==> config.mk <==
export PLATFORM = sky130hd
export DESIGN_NAME = mem_arbiter_flat
export DESIGN_NICKNAME = d
export VERILOG_FILES = /design/src/rtl/mem_arbiter_if.sv /design/src/rtl/mem_arbiter.sv /design/src/flat_wrapper.sv
export SDC_FILE = /design/constraint.sdc
export NUM_CORES = 1
export LEC_CHECK = 0
export CORE_ASPECT_RATIO = 1.2
export CORE_MARGIN = 1.5
export CORE_UTILIZATION = 38
export CTS_CLUSTER_DIAMETER = 40
export CTS_CLUSTER_SIZE = 12
export DETAILED_ROUTE_END_ITERATION = 10
export HOLD_SLACK_MARGIN = 0.1
export PLACE_DENSITY = 0.8
export SLEW_MARGIN = 20
export SYNTH_ARGS = -nofsm -noshare
export SYNTH_HDL_FRONTEND = slang
export SYNTH_SLANG_ARGS = --single-unit
==> constraint.sdc <==
create_clock -name CLK -period 2.27 [get_ports CLK]
set_input_delay 0.227 -clock CLK [delete_from_list [all_inputs] [get_ports CLK]]
set_output_delay 0.227 -clock CLK [all_outputs]
set_load 0.01 [all_outputs]
==> src/rtl/mem_arbiter_if.sv <==
// -----------------------------------------------------------------------------
// mem_arbiter_if
// Bundles the three buses that meet at the memory arbiter:
//   I side : I_READ, I_ADDRESS (to arbiter); I_READDATA, I_BUSY (from arbiter)
//   D side : D_READ, D_WRITE, D_ADDRESS, D_WRITEDATA (to arbiter);
//            D_READDATA, D_BUSY (from arbiter)
//   M side : M_READ, M_WRITE, M_ADDRESS, M_WRITEDATA (from arbiter);
//            M_READDATA, M_BUSY (to arbiter)
// Modports:
//   master : the arbiter itself
//   slave  : everything around it (both caches and main memory)
// -----------------------------------------------------------------------------
interface mem_arbiter_if;
  logic        I_READ;
  logic [5:0]  I_ADDRESS;
  logic [31:0] I_READDATA;
  logic        I_BUSY;

  logic        D_READ;
  logic        D_WRITE;
  logic [5:0]  D_ADDRESS;
  logic [31:0] D_WRITEDATA;
  logic [31:0] D_READDATA;
  logic        D_BUSY;

  logic        M_READ;
  logic        M_WRITE;
  logic [5:0]  M_ADDRESS;
  logic [31:0] M_WRITEDATA;
  logic [31:0] M_READDATA;
  logic        M_BUSY;

  modport master (
    input  I_READ, I_ADDRESS,
    input  D_READ, D_WRITE, D_ADDRESS, D_WRITEDATA,
    input  M_READDATA, M_BUSY,
    output I_READDATA, I_BUSY,
    output D_READDATA, D_BUSY,
    output M_READ, M_WRITE, M_ADDRESS, M_WRITEDATA
  );

  modport slave (
    output I_READ, I_ADDRESS,
    output D_READ, D_WRITE, D_ADDRESS, D_WRITEDATA,
    output M_READDATA, M_BUSY,
    input  I_READDATA, I_BUSY,
    input  D_READDATA, D_BUSY,
    input  M_READ, M_WRITE, M_ADDRESS, M_WRITEDATA
  );
endinterface

==> src/rtl/mem_arbiter.sv <==
// -----------------------------------------------------------------------------
// mem_arbiter
// Shares one main-memory port between an instruction cache (read only) and a
// data cache (read / write-back). One transaction is in flight at a time; ties
// are broken against the side that was served last.
// Ports:
//   CLK   : rising-edge clock
//   RESET : asynchronous, active-low reset
//   bus   : mem_arbiter_if.master (I, D and M buses, see the interface file)
// -----------------------------------------------------------------------------
module mem_arbiter (
  input  logic          CLK,
  input  logic          RESET,
  mem_arbiter_if.master bus
);

  typedef enum logic [1:0] {IDLE, I_WAIT, D_WAIT, RELEASE} state_t;
  typedef enum logic {OWN_I = 1'b0, OWN_D = 1'b1} owner_t;

  state_t      state, state_d;
  owner_t      owner, owner_d;
  owner_t      last_owner, last_owner_d;
  logic        seen, seen_d;          // memory has raised M_BUSY for this grant
  logic [31:0] i_rdata, i_rdata_d;
  logic [31:0] d_rdata, d_rdata_d;

  logic        i_pend, d_pend;
  logic        m_read, m_write;
  logic [5:0]  m_addr;
  logic [31:0] m_wdata;
  logic        i_busy, d_busy;

  assign i_pend = bus.I_READ;
  assign d_pend = bus.D_READ | bus.D_WRITE;

  // NOTE: state registers use non-blocking assignments so every flop samples
  // the pre-edge value of every other flop, independent of process order.
  always_ff @(posedge CLK or negedge RESET) begin
    if (!RESET) begin
      state      <= IDLE;
      owner      <= OWN_I;
      last_owner <= OWN_I;
      seen       <= 1'b0;
      i_rdata    <= '0;
      d_rdata    <= '0;
    end else begin
      state      <= state_d;
      owner      <= owner_d;
      last_owner <= last_owner_d;
      seen       <= seen_d;
      i_rdata    <= i_rdata_d;
      d_rdata    <= d_rdata_d;
    end
  end

  always_comb begin
    // NOTE: every output of this block gets a default before the case, so no
    // path leaves a signal unassigned and no latch is inferred.
    state_d      = state;
    owner_d      = owner;
    last_owner_d = last_owner;
    seen_d       = seen;
    i_rdata_d    = i_rdata;
    d_rdata_d    = d_rdata;
    m_read       = 1'b0;
    m_write      = 1'b0;
    m_addr       = '0;
    m_wdata      = '0;

    unique case (state)
      IDLE: begin
        if (i_pend || d_pend) begin
          seen_d = 1'b0;
          if (i_pend && d_pend)
            owner_d = (last_owner == OWN_I) ? OWN_D : OWN_I;
          else
            owner_d = d_pend ? OWN_D : OWN_I;
          state_d = (owner_d == OWN_D) ? D_WAIT : I_WAIT;
        end
      end

      I_WAIT: begin
        m_read = bus.I_READ;
        m_addr = bus.I_ADDRESS;
        // Dropping the request before memory has started is an abort.
        if (!seen && !i_pend) begin
          state_d = IDLE;
        end else if (seen && !bus.M_BUSY) begin
          state_d   = RELEASE;
          i_rdata_d = bus.M_READDATA;
        end else if (bus.M_BUSY) begin
          seen_d = 1'b1;
        end
      end

      D_WAIT: begin
        // Read and write together is treated as a write-back.
        m_write = bus.D_WRITE;
        m_read  = bus.D_READ & ~bus.D_WRITE;
        m_addr  = bus.D_ADDRESS;
        m_wdata = bus.D_WRITEDATA;
        if (!seen && !d_pend) begin
          state_d = IDLE;
        end else if (seen && !bus.M_BUSY) begin
          state_d = RELEASE;
          if (!bus.D_WRITE)
            d_rdata_d = bus.M_READDATA;
        end else if (bus.M_BUSY) begin
          seen_d = 1'b1;
        end
      end

      RELEASE: begin
        last_owner_d = owner;
        state_d      = IDLE;
      end
    endcase

    // Busy mirrors the request, except the owner is released for the single
    // RELEASE cycle. RESET gates it so the stalls drop without a clock edge.
    i_busy = RESET & i_pend & ~((state == RELEASE) && (owner == OWN_I));
    d_busy = RESET & d_pend & ~((state == RELEASE) && (owner == OWN_D));
  end

  assign bus.M_READ      = m_read;
  assign bus.M_WRITE     = m_write;
  assign bus.M_ADDRESS   = m_addr;
  assign bus.M_WRITEDATA = m_wdata;
  assign bus.I_READDATA  = i_rdata;
  assign bus.D_READDATA  = d_rdata;
  assign bus.I_BUSY      = i_busy;
  assign bus.D_BUSY      = d_busy;

endmodule
==> src/flat_wrapper.sv <==
// flat-port wrapper written by rule: the top's interface ports become plain ports
module mem_arbiter_flat 
  (CLK, RESET, bus_I_READ, bus_I_ADDRESS, bus_D_READ, bus_D_WRITE, bus_D_ADDRESS, bus_D_WRITEDATA, bus_M_READDATA, bus_M_BUSY, bus_I_READDATA, bus_I_BUSY, bus_D_READDATA, bus_D_BUSY, bus_M_READ, bus_M_WRITE, bus_M_ADDRESS, bus_M_WRITEDATA);
  mem_arbiter_if bus_i ();
  input  logic CLK;
  input  logic RESET;
  input wire logic [$bits(bus_i.I_READ)-1:0] bus_I_READ;
  input wire logic [$bits(bus_i.I_ADDRESS)-1:0] bus_I_ADDRESS;
  input wire logic [$bits(bus_i.D_READ)-1:0] bus_D_READ;
  input wire logic [$bits(bus_i.D_WRITE)-1:0] bus_D_WRITE;
  input wire logic [$bits(bus_i.D_ADDRESS)-1:0] bus_D_ADDRESS;
  input wire logic [$bits(bus_i.D_WRITEDATA)-1:0] bus_D_WRITEDATA;
  input wire logic [$bits(bus_i.M_READDATA)-1:0] bus_M_READDATA;
  input wire logic [$bits(bus_i.M_BUSY)-1:0] bus_M_BUSY;
  output wire logic [$bits(bus_i.I_READDATA)-1:0] bus_I_READDATA;
  output wire logic [$bits(bus_i.I_BUSY)-1:0] bus_I_BUSY;
  output wire logic [$bits(bus_i.D_READDATA)-1:0] bus_D_READDATA;
  output wire logic [$bits(bus_i.D_BUSY)-1:0] bus_D_BUSY;
  output wire logic [$bits(bus_i.M_READ)-1:0] bus_M_READ;
  output wire logic [$bits(bus_i.M_WRITE)-1:0] bus_M_WRITE;
  output wire logic [$bits(bus_i.M_ADDRESS)-1:0] bus_M_ADDRESS;
  output wire logic [$bits(bus_i.M_WRITEDATA)-1:0] bus_M_WRITEDATA;
  assign bus_i.I_READ = bus_I_READ;
  assign bus_i.I_ADDRESS = bus_I_ADDRESS;
  assign bus_i.D_READ = bus_D_READ;
  assign bus_i.D_WRITE = bus_D_WRITE;
  assign bus_i.D_ADDRESS = bus_D_ADDRESS;
  assign bus_i.D_WRITEDATA = bus_D_WRITEDATA;
  assign bus_i.M_READDATA = bus_M_READDATA;
  assign bus_i.M_BUSY = bus_M_BUSY;
  assign bus_I_READDATA = bus_i.I_READDATA;
  assign bus_I_BUSY = bus_i.I_BUSY;
  assign bus_D_READDATA = bus_i.D_READDATA;
  assign bus_D_BUSY = bus_i.D_BUSY;
  assign bus_M_READ = bus_i.M_READ;
  assign bus_M_WRITE = bus_i.M_WRITE;
  assign bus_M_ADDRESS = bus_i.M_ADDRESS;
  assign bus_M_WRITEDATA = bus_i.M_WRITEDATA;
  mem_arbiter u_core (.CLK(CLK), .RESET(RESET), .bus(bus_i));
endmodule
final_clocks.png
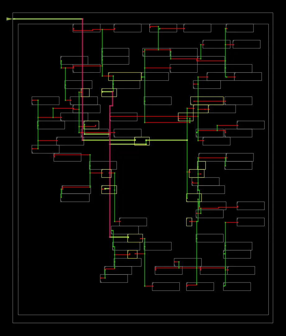
clock sink count: 69
CTS Buf Count: 9

pins.png
Pins as bars across the die edge, other pins in grey.
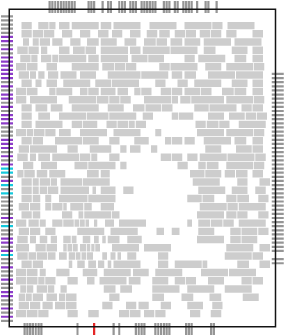
- `bus_D_READ`: red (pins 1; direction input; edge south)
- `bus_D_WRITEDATA`: purple (pins 32; direction input; edge west)
- `bus_M_ADDRESS`: cyan (pins 6; direction output; edge west)
- all pins by edge: 75 west, 46 east, 41 north, 26 south

==> GITHUB_STEP_SUMMARY <==
## Synthesis and layout report

| Metric | Value |
|---|---|
| HPWL after DPL | `7010 um` |
| Chip area | `9140 um^2` |
| Main area contributors | `dfrtp_1, mux2_4, mux2_2, and2_1, ha_1` |
| Crit path kind | `flip-flop to primary output` |
| Worst Skew | `16.3 ps` |
| YS chip area | `3260 um^2` |
| Worst slew pin tran | `441 ps` |
| Synth Instances | `235` |
| Antenna viol nets, final | `0` |
| Fraction of layout cells with a size suffix above 1 | `23.2%` |
| Drt drc | `0` |
| Yosys warns | `0` |
| Fin. Hold Viols | `0` |
| CTS tree | `done` |
| Post-Syn Area per Cell | `between 10 and 15 um^2` |
| Yosys top cell area share | `53.0%` |
| Fin cells | `550` |
| Chip height | `104 um` |
| Vias in the first global route | `2,822` |
| Crit. End Element | `primary output` |
| Largest net degree at the start of global routing | `37` |
| Fin crit share | `about 95%` |
| FMAX | `0.463 GHz` |
| Run status | `finished, final reports clean` |
| Max_slew headroom | `70.6%` |
| Cell Area, Synth | `3260 um^2` |
| IO Count | `between 150 and 200` |
metal_stack.png
Scale bar: 20 um.
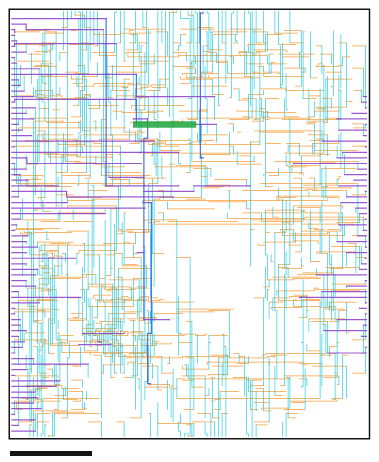
- met5: green (wire length 13.8 um)
- met4: blue (wire length 183 um)
- met1: orange (wire length 3,520 um)
- met3: purple (wire length 924 um)
- met2: cyan (wire length 4,460 um)

clock_map.png
Scale bar: 20 um.
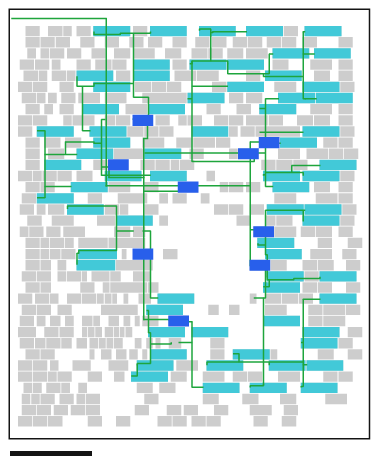
- cells driving clock nets: blue (count 9)
- flip-flops: cyan (count 69)
- clock wires: green (length 842 um)
- flops lie: widely spread
- routed clock nets: 10

state kept, by name (all words and copies together), names as in the netlist:
register               cells
u_core.bus.I_READDATA     32
u_core.seen                1
u_core.state               2
u_core.owner               1
u_core.bus.D_READDATA     32
u_core.last_owner          1
power by group:
group	leakage (nW)	switching, mW	internal, mW	total [mW]
Clock	0.106	0.480	0.622	1.10
Sequential	0.855	0.338	1.80	2.14
Combinational	1.43	1.31	2.27	3.57
Total	2.39	2.12	4.69	6.81
worst max-delay path, stage by stage, from the launching register on:
cell and delay (ps):
dfrtp_2 440, inv_4 120, ha_4 180, buf_4 150, and2_1 140, clkdlybuf4s50_1 570
cell usage in the layout (no fill, tap or decap), types with 2 or more instances in the layout:
| cell type | count |
|---|---|
| bufinv_16 | 2 |
| nand2_1 | 6 |
| o21ai_0 | 5 |
| o31ai_1 | 2 |
| dlymetal6s2s_1 | 2 |
| mux2_2 | 35 |
| ha_1 | 3 |
| buf_12 | 3 |
| buf_4 | 5 |
| clkdlybuf4s50_1 | 184 |
| a22oi_1 | 6 |
| nor2b_1 | 7 |
| clkinvlp_4 | 2 |
| ha_4 | 4 |
| nor2_1 | 3 |
| dfrtp_2 | 2 |
| clkbuf_8 | 9 |
| mux2_4 | 30 |
| a21oi_1 | 5 |
| and2_1 | 34 |
| dfrtp_1 | 67 |
cell type report:
class	count	area share, %
Clock buffer	9	2.22
Sequential cell	69	31.0
Inverter	3	0.247
Multi-Input combinational cell	151	26.4
Tap cell	114	2.56
Timing Repair Buffer	197	35.8
Clock inverter	7	1.75
cells by family after synthesis:
kind of cell | after synthesis | share of synthesized area (%)
flops | 69 | 53.0
mux | 65 | 25.9
fa+ha+maj | 7 | 2.69
buf+inv | 15 | 3.46
compound gates | 22 | 4.42
simple gates | 57 | 10.5
per-layer routing:
metal  global-route usage (%)  part of all wire, %  up-vias
met5                        0                 0.14        -
met1                     23.6                   39     1243
met2                     33.7                   49      138
li1                         -                    -     1202
met4                     7.26                  2.0        2
met3                     7.78                   10       15
per-stage QoR:
| step | hold slack [ps] | setup slack [ps] | instance area (um^2) |
|---|---|---|---|
| floorplan | -68.6 | 604 | 3260 |
| global route | 514 | 31.3 | 5570 |
| detailed placement | 372 | 208 | 5270 |
| CTS | 506 | 29.7 | 5550 |
| global placement | 357 | 258 | 5270 |
| finish | 508 | 110 | 5570 |
what timing repair did:
item,CTS,global route
hold buffers,1,0
buffers inserted,0,1
endpoints found under the hold margin,69,0
gates resized,14,3
cloned,0,0
setup endpoints to repair,39,7
final timing paths:
kind	start	end	slack (ps)	depth (start not counted)
min in group asynchronous	RESET	u_core.bus.I_READDATA[10]	560	3
min reg2reg	u_core.bus.I_READDATA[21]	u_core.bus.I_READDATA[21]	510	1
max reg2reg	u_core.state[0]	u_core.bus.D_READDATA[30]	480	5
max in group asynchronous	RESET	u_core.state[1]	1370	3
min	u_core.bus.I_READDATA[21]	u_core.bus.I_READDATA[21]	510	1
max	u_core.state[0]	bus_M_WRITEDATA[9]	110	5
Power figures rest on the tool's default switching activity, not on a simulated workload.
